[src/rtl/demux4_stream.sv]
// Registered 1-to-4 valid/ready stream demultiplexer with a 2-entry FIFO per lane.
// Define DEMUX4_BCAST_EN to add the in_bcast port, which pushes one word into all four lanes at once.
module demux4_stream #(
    parameter int WIDTH = 12
) (
    input  logic                 clk,
    input  logic                 reset_n,
    input  logic                 in_valid,
    output logic                 in_ready,
    input  logic [WIDTH-1:0]     in_data,
    input  logic [1:0]           in_sel,
`ifdef DEMUX4_BCAST_EN
    input  logic                 in_bcast,
`endif
    output logic [3:0]           out_valid,
    input  logic [3:0]           out_ready,
    output logic [4*WIDTH-1:0]   out_data,
    output logic [3:0]           lane_full
);

    logic [WIDTH-1:0] mem_q   [4][2];
    logic [WIDTH-1:0] mem_d   [4][2];
    logic [1:0]       count_q [4];
    logic [1:0]       count_d [4];
    logic [3:0]       wrPtr_q, wrPtr_d;
    logic [3:0]       rdPtr_q, rdPtr_d;
    logic [3:0]       laneReady;
    logic [3:0]       push;
    logic [3:0]       pop;
    logic             accept;

    // in_ready looks only at registered occupancy and the selector, never at out_ready.
    always_comb begin
        for (int k = 0; k < 4; k++) begin
            laneReady[k] = (count_q[k] != 2'd2);
        end
        in_ready = laneReady[in_sel];
`ifdef DEMUX4_BCAST_EN
        if (in_bcast) begin
            in_ready = &laneReady;
        end
`endif
    end

    assign accept = in_valid && in_ready;

    always_comb begin
        for (int k = 0; k < 4; k++) begin
            push[k] = accept && (in_sel == 2'(k));
`ifdef DEMUX4_BCAST_EN
            if (in_bcast) begin
                push[k] = accept;
            end
`endif
            out_valid[k]                 = (count_q[k] != 2'd0);
            lane_full[k]                 = (count_q[k] == 2'd2);
            pop[k]                       = out_valid[k] && out_ready[k];
            out_data[k*WIDTH +: WIDTH]   = mem_q[k][rdPtr_q[k]];
        end
    end

    // A push and a pop in the same cycle advance both pointers and leave the count unchanged.
    always_comb begin
        mem_d   = mem_q;
        count_d = count_q;
        wrPtr_d = wrPtr_q ^ push;
        rdPtr_d = rdPtr_q ^ pop;
        for (int k = 0; k < 4; k++) begin
            if (push[k]) begin
                mem_d[k][wrPtr_q[k]] = in_data;
            end
            case ({push[k], pop[k]})
                2'b10:   count_d[k] = count_q[k] + 2'd1;
                2'b01:   count_d[k] = count_q[k] - 2'd1;
                default: count_d[k] = count_q[k];
            endcase
        end
    end

    always_ff @(posedge clk or negedge reset_n) begin
        if (!reset_n) begin
            wrPtr_q <= 4'b0000;
            rdPtr_q <= 4'b0000;
            for (int k = 0; k < 4; k++) begin
                count_q[k]  <= 2'd0;
                mem_q[k][0] <= '0;
                mem_q[k][1] <= '0;
            end
        end else begin
            wrPtr_q <= wrPtr_d;
            rdPtr_q <= rdPtr_d;
            for (int k = 0; k < 4; k++) begin
                count_q[k]  <= count_d[k];
                mem_q[k][0] <= mem_d[k][0];
                mem_q[k][1] <= mem_d[k][1];
            end
        end
    end

endmodule
[config.mk]
export PLATFORM = sky130hd
export DESIGN_NAME = demux4_stream
export DESIGN_NICKNAME = d
export VERILOG_FILES = /design/src/rtl/demux4_stream.sv
export SDC_FILE = /design/constraint.sdc
export NUM_CORES = 1
export LEC_CHECK = 0
export CAP_MARGIN = 20
export CORE_MARGIN = 8
export CORE_UTILIZATION = 55
export DETAILED_ROUTE_END_ITERATION = 7
export GPL_ROUTABILITY_DRIVEN = 1
export GPL_TIMING_DRIVEN = 0
export PLACE_DENSITY = 0.88
export REMOVE_ABC_BUFFERS = 1
export SYNTH_ARGS = -nofsm -noshare
export SYNTH_HDL_FRONTEND = slang
export SYNTH_SLANG_ARGS = --single-unit
[constraint.sdc]
create_clock -name clk -period 2.5 [get_ports clk]
set_input_delay 0.625 -clock clk [delete_from_list [all_inputs] [get_ports clk]]
set_output_delay 0.625 -clock clk [all_outputs]
set_load 0.01 [all_outputs]
**Run 1: supply network**

Scale bar: 20 um. Pins as bars on the die edge.
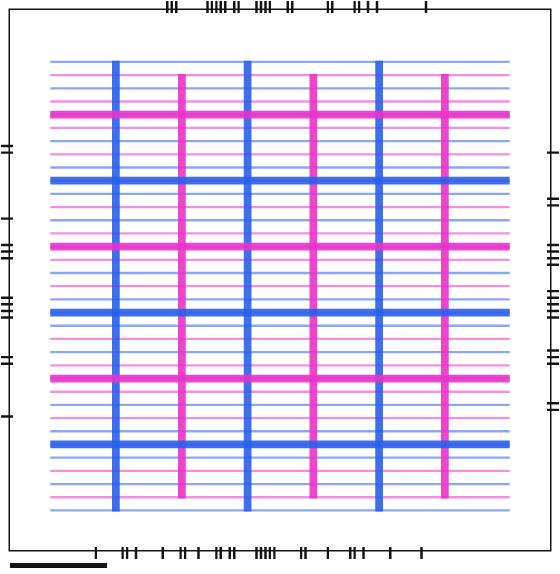
[magenta] VDD
[blue] VSS
met5 straps: 6
signal pins: 78
rows: 34
met4 straps: 6
met1 rails: 35
Peak VDD IR: 0.0006839 V
die width: 111.4 um
Vert. Die Dim: 111.4 um
core area: 8763 um^2

**Run 1: cell classes on the final placement**

Scale bar: 20 um.
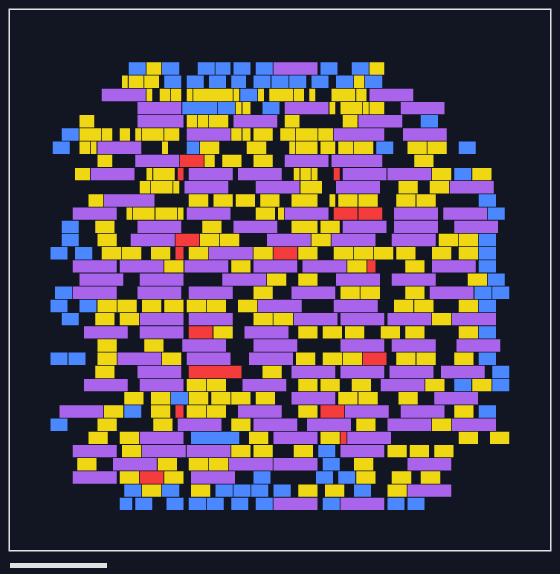
[purple] flip-flops | cells: 112
[yellow] all other logic | cells: 212
[blue] other buffers and delay cells | cells: 80
[red] clock drivers and dummy loads | cells: 16

**Run 1: clock wires, drivers and flops**

Scale bar: 20 um.
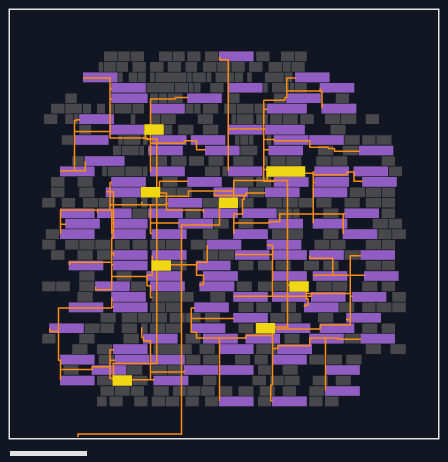
[yellow] cells driving clock nets | count: 9
[purple] flip-flops | count: 112
[orange] clock wires | length: 1160 um
routed clock nets: 10

==> flow_metrics.tcl, run 1 <==
# collected from the flow reports
set metrics [dict create \
    dr_wl_met3_um 347 \
    drt-total-wl_mm 10.11 \
    ys_cells 336 \
    pwr_density_cell_nw_per_um2 1365 \
    vias 2853 \
    root_buffer "clkbuf_8" \
    top_layer "met4" \
    yosys.area_share.simple_pct 2.877 \
    cts_buffers 9 \
    ys_ff 112 \
    yosys.area.top_type "dfrtp_1" \
    first_global_vias 3258 \
    period_used_pct 97.46 \
    place_hpwl_mm 7.046 \
    wire_per_inst_um 19.14 \
    initialDrtViolationCount 93 \
    ys_sh_adder_pct 3.002 \
    port_buffers 77 \
    worstSetupPathType "in2out" \
    busiest_layer "met2" \
    cpMaxStageDelayCell "clkdlybuf4s50_1" \
    logic_family "multiplexers" \
    reg2reg_to "mem_q[58]" \
    aoi_share_pct 0 \
    diodes 0 \
    rows 34 \
    mux_share_pct 32.87 \
    final.min_clock_period_ps 2437 \
    cts.sinks 112 \
    outcome "finished clean" \
    use_met3_pct 3.596 \
    skew_ps 4.864 \
    cp_top_family "buffers and inverters" \
    top_area_share_pct 56.04 \
    timing.hold.ws_ps 343.1 \
    cp-end-kind "output port" \
    r2r.worst_path.cells 4 \
    final_antenna_net_count 0 \
    p_leak_nw 2.629 \
    worstSetupStartpointType "input pin" \
    cp_max_fo 5 \
    final_hold_viol_count 0 \
    reg2reg_slack_ps 380 \
    yosysUniqueCellTypes 19 \
    dr.pass1.iters 4 \
]
## run 1: report_power, final
| group | internal (mW) | switching, mW |
|---|---|---|
| clock network | 0.461 | 0.562 |
| logic | 2.54 | 1.40 |
| registers | 2.74 | 0.623 |
| total | 5.74 | 2.58 |
## run 1: synthesized netlist by cell type
| master | instances |
|---|---|
| inv_2 | 1 |
| ha_1 | 12 |
| inv_1 | 15 |
| nand2_1 | 1 |
| xnor2_1 | 8 |
| nor2b_1 | 1 |
| mux2_2 | 144 |
| and2_1 | 4 |
| nor3_1 | 2 |
| buf_2 | 12 |
| xor2_1 | 8 |
| or2_1 | 4 |
| dfrtp_1 | 112 |
| nor2_1 | 4 |
| nand4_1 | 1 |
| and3_1 | 1 |
| nand2b_1 | 3 |
| nor2b_4 | 2 |
| mux4_2 | 1 |
## run 1: sequential cells by signal (all words and copies together), names as in the netlist
name,flops
mem_q,96
count_q,8
rdPtr_q,4
wrPtr_q,4
## run 1: repair_timing
item	in CTS	in global routing
resized	6	5
hold buffers	0	0
setup endpoints to repair	50	78
buffers inserted	2	0
## run 1: worst register-to-register path, cell delays in order (launching register included)
cell and delay, ps:
dfrtp_1 420, nor2b_4 150, nor3_1 390, ha_1 640, mux2_2 410
## run 1: final cells by class
type | instances | area, um^2
clock inverters | 4 | 45.04
repair buffers | 80 | 820.8
inverters | 16 | 60.06
clock buffers | 12 | 135.1
flip-flops and latches | 112 | 2815
well taps | 108 | 135.1
fillers | 604 | 2669
multi-input cells | 196 | 2083
## run 1: metrics by stage
step	area, um^2	utilization [%]
2_1_floorplan	4941	-
3_3_place_gp	5847	66.72
3_5_place_dp	5872	67.00
4_1_cts	6082	69.40
5_1_grt	6095	69.55
6_report	6095	69.55
--- run 2 (diff from run 1) ---
--- a/config.mk
+++ b/config.mk
@@ -13,6 +13,7 @@
 export GPL_TIMING_DRIVEN = 0
 export PLACE_DENSITY = 0.88
 export REMOVE_ABC_BUFFERS = 1
+export SLEW_MARGIN = 5
 export SYNTH_ARGS = -nofsm -noshare
 export SYNTH_HDL_FRONTEND = slang
 export SYNTH_SLANG_ARGS = --single-unit
**Run 2: placement view**

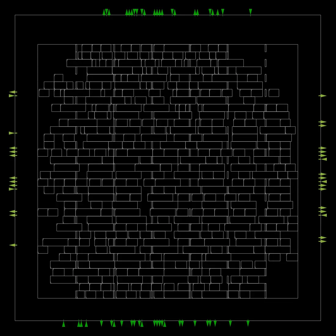
final std cells w/o fill: 528
# fillers: 604
fraction of area in registers: 46.19%
row cnt: 34

**Run 2: cell classes on the final placement**

Scale bar: 20 um.
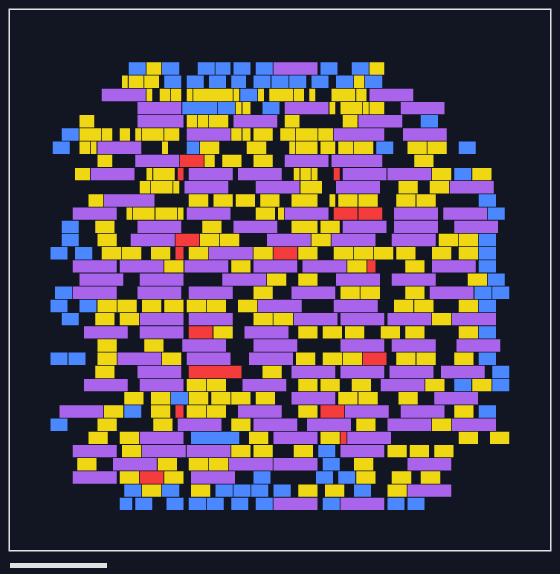
fin area: 6095 um^2
Core Util, Final: 69.55%

**Run 2: supply network**

Scale bar: 20 um. Pins as bars on the die edge.
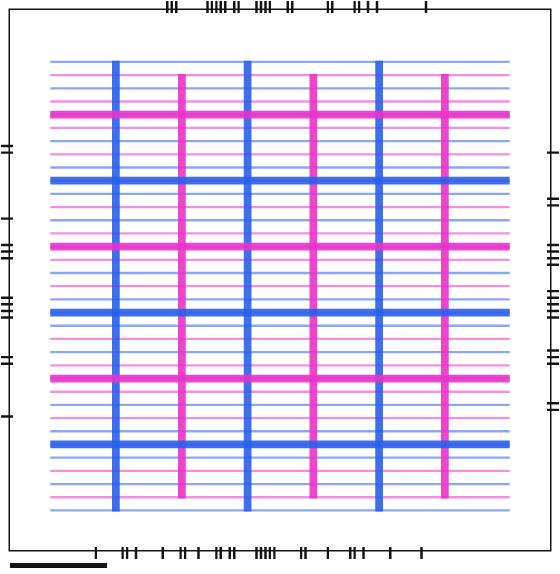

==> run 2 against run 1 <==
  * Routed wire length unchanged
  * Synthesized cell count did not move
  * Worst hold slack stayed put
  * Non-clock buffer count unchanged
  * Cell count unchanged
  * Core utilization unchanged
  * Synthesized area unchanged
  * Critical path type unchanged
  * Largest cell class unchanged
==> flow_metrics.tcl, run 2 <==
# collected from the flow reports
set metrics [dict create \
    worstSetupStartpointType "input pin" \
    pwr-share-seq_pct 40.4 \
    intPower_mw 5.737 \
    reg_top3 "mem_q (96), count_q (8)" \
    power.switching_mw 2.584 \
    outcome "finished clean" \
    period_used_pct 97.46 \
    core_um2 8763 \
    dr_wl_met3_um 347 \
    top_layer "met4" \
    worstSetupPathType "in2out" \
    powerClk_mw 1.02 \
    reg2reg_to "mem_q[58]" \
    vdd_ir_drop_max_v 0.0006839 \
    dr.pass1.iters 4 \
    comb_power_share_pct 47.3 \
    r2r.worst_path.cells 4 \
    root_buffer "clkbuf_8" \
    busiest_layer "met2" \
    cpMaxStageDelayCell "clkdlybuf4s50_1" \
    skew_ps 4.864 \
    die_w_um 111.4 \
    p_sw_share_pct 31.05 \
    power_leader "combinational logic" \
    p_leak_nw 2.629 \
    diodes 0 \
]
==> run 2: cell counts in the layout (fill, tap and decap cells not counted) <==
No cell type changed its count.
==> run 2: final cells by class <==
class | count | area [um^2] | share of cell area, %
Multi-Input combinational cell | 196 | 2083 | 34.18
Timing Repair Buffer | 80 | 820.8 | 13.47
Inverter | 16 | 60.06 | 0.9854
Clock buffer | 12 | 135.1 | 2.217
Sequential cell | 112 | 2815 | 46.19
Clock inverter | 4 | 45.04 | 0.7391
Tap cell | 108 | 135.1 | 2.217
==> run 2: how the worst max path moves through the flow <==
stage	end	from	depth (start not counted)	slack (ps)
5_1_grt	mem_q[71]	in_valid	5	-50
6_report	in_ready	in_sel[1]	3	60
2_1_floorplan	mem_q[72]	in_sel[0]	4	570
4_1_cts	out_data[9]	rdPtr_q[0]	2	1
3_3_place_gp	count_q[7]	reset_n	1	-3160
3_5_place_dp	mem_q[83]	in_sel[0]	5	-400
==> run 2: cells by family (layout without fill, tap and decap cells) <==
group | count (synthesis) | count (layout) | synth area share [%]
DFF | 112 | 112 | 56.04
buffers and inverters | 28 | 112 | 2.402
adders and majority gates | 12 | 12 | 3.002
and+or+nand+nor | 23 | 23 | 2.877
xor gates and xnor gates | 16 | 16 | 2.802
muxes | 145 | 145 | 32.87
==> run 2: what timing repair did <==
action,in CTS,in global routing
buffers inserted,2,0
hold endpoints to repair,0,0
endpoints found under the setup margin,50,78
cloned,0,0
gates resized,6,5
==> run 2: through the flow <==
| step | cells | worst slack, ps |
|---|---|---|
| floorplan | 324 | 573.4 |
| global placement | 509 | -3164 |
| detailed placement | 510 | -397.5 |
| CTS | 528 | 1.428 |
| global route | 528 | -49.17 |
| finish | 528 | 63.39 |
--- run 3 (diff from run 2) ---
--- a/config.mk
+++ b/config.mk
@@ -7,11 +7,11 @@
 export LEC_CHECK = 0
 export CAP_MARGIN = 20
 export CORE_MARGIN = 8
-export CORE_UTILIZATION = 55
+export CORE_UTILIZATION = 58
 export DETAILED_ROUTE_END_ITERATION = 7
-export GPL_ROUTABILITY_DRIVEN = 1
+export GPL_ROUTABILITY_DRIVEN = 0
 export GPL_TIMING_DRIVEN = 0
-export PLACE_DENSITY = 0.88
+export PLACE_DENSITY = 0.92
 export REMOVE_ABC_BUFFERS = 1
 export SLEW_MARGIN = 5
 export SYNTH_ARGS = -nofsm -noshare
**Run 3: placement view**

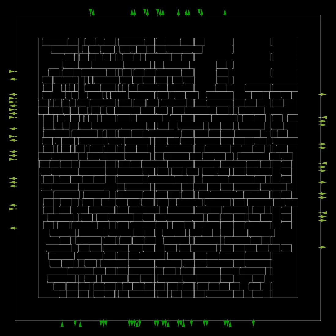
Tap Cells: 108
final std cells w/o fill: 532
# fillers: 558

**Run 3: supply network**

Scale bar: 20 um. Pins as bars on the die edge.
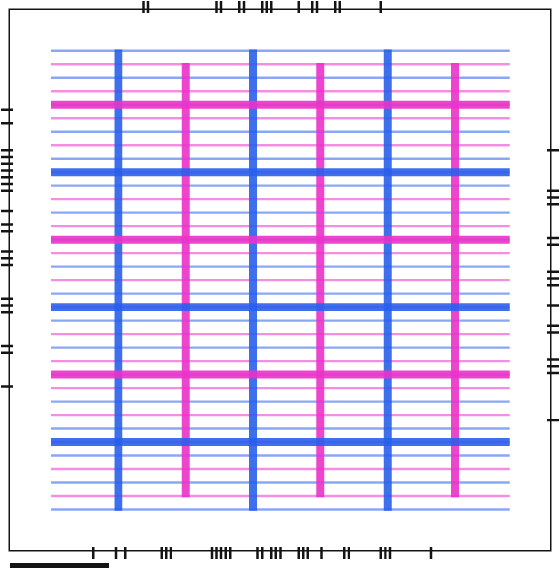
[blue] VSS
[magenta] VDD
met4 straps: 6
rows: 34
signal pins: 78
met1 rails: 35

**Run 3: cell classes on the final placement**

Scale bar: 20 um.
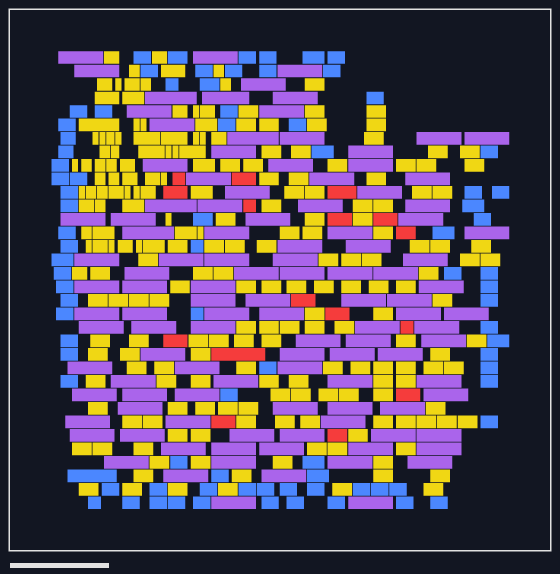
[blue] other buffers and delay cells | cells: 84
[purple] flip-flops | cells: 112
[yellow] all other logic | cells: 212
[red] clock drivers and dummy loads | cells: 16

==> run 3 against run 2 <==
  * Global-route usage grew 1.8 points
  * Register-to-register slack improved by 80 ps
  * Clock skew increased by 8.2 ps
  * Die size down 4.4%
  * Highest routed layer unchanged
  * Via count increased by 2.9%
  * Critical path type is now reg2out
  * Largest power group unchanged
  * Clock power grew about 10%
==> flow_metrics.tcl, run 3 <==
# collected from the flow reports
set metrics [dict create \
    postCtsHoldBufs 0 \
    seq_share_pct 45.56 \
    logic_gate_count 196 \
    outcome "finished clean" \
    regMostFlops "mem_q" \
    core_um2 8551 \
    flops 112 \
    use_met3_pct 4.492 \
    cp-end-kind "output port" \
    reg_top3 "mem_q (96), count_q (8)" \
    cts.sinks 112 \
    worstSetupPathType "reg2out" \
    synth-async-reset-ratio_pct 100.0 \
    final_hold_viol_count 0 \
    ys_ff 112 \
    final.min_clock_period_ps 2458 \
    logic_area_um2 2088 \
    synth.top_cells.by_count "mux2_2 (144), dfrtp_1 (112), inv_1 (15)" \
    place_hpwl_mm 6.890 \
    buffer_area_share_pct 14.05 \
    top_cell "mux2_2" \
    largest_reg_flops 96 \
]
run 3: timing repair:
item / 4_1_cts / 5_1_grt
endpoints found under the setup margin: 49 / 45
buffers inserted: 0 / 6
endpoints found under the hold margin: 0 / 0
resized: 10 / 16
run 3: worst paths after layout:
kind	slack, ps	start	cells past startpoint	endpoint
max in group asynchronous	1530	reset_n	2	mem_q[25]
worst max-delay path	40	rdPtr_q[2]	3	out_data[26]
worst max register to register	460	count_q[0]	5	mem_q[0]
min in group clk	500	count_q[1]	1	count_q[1]
worst min-delay path	230	reset_n	1	mem_q[22]
worst min register to register	500	count_q[1]	1	count_q[1]
run 3: stage by stage:
step / power [mW] / cell area (um^2) / TNS (ps)
6_report: 8.509 / 6187 / 0
5_1_grt: 9.004 / 6187 / -13.13
4_1_cts: 8.491 / 6100 / 0
3_5_place_dp: 7.335 / 5872 / -24050
3_3_place_gp: 7.158 / 5847 / -378480
2_1_floorplan: 5.401 / 4941 / 0
run 3: per-layer routing:
metal | vias up | share of wire, %
li1 | 1324 | -
met1 | 1531 | 43
met2 | 67 | 51
met3 | 13 | 4.4
met4 | 0 | 1.5
met5 | - | 0
run 3: report_power, final:
part           internal (mW)  leakage [nW]  total, mW  switching [mW]
logic                   2.55          1.29       4.05            1.50
clock network          0.485        0.0983       1.12           0.636
registers               2.74          1.34       3.34           0.594
total                   5.78          2.73       8.51            2.73
run 3: cell families (layout without fill, tap and decap cells):
kind of cell	count (synthesis)	in the layout	synth area share [%]
adder cells (fa/ha/maj)	12	12	3.002
multiplexers	145	145	32.87
XOR/XNOR	16	16	2.802
AND/OR/NAND/NOR	23	23	2.877
buffers and inverters	28	116	2.402
flip-flops	112	112	56.04
run 3: critical path, stage by stage (launching register included):
cell and delay, ps:
dfrtp_4 510, buf_4 180, mux2_2 230, clkdlybuf4s50_1 530
Power figures rest on the tool's default switching activity, not on a simulated workload.
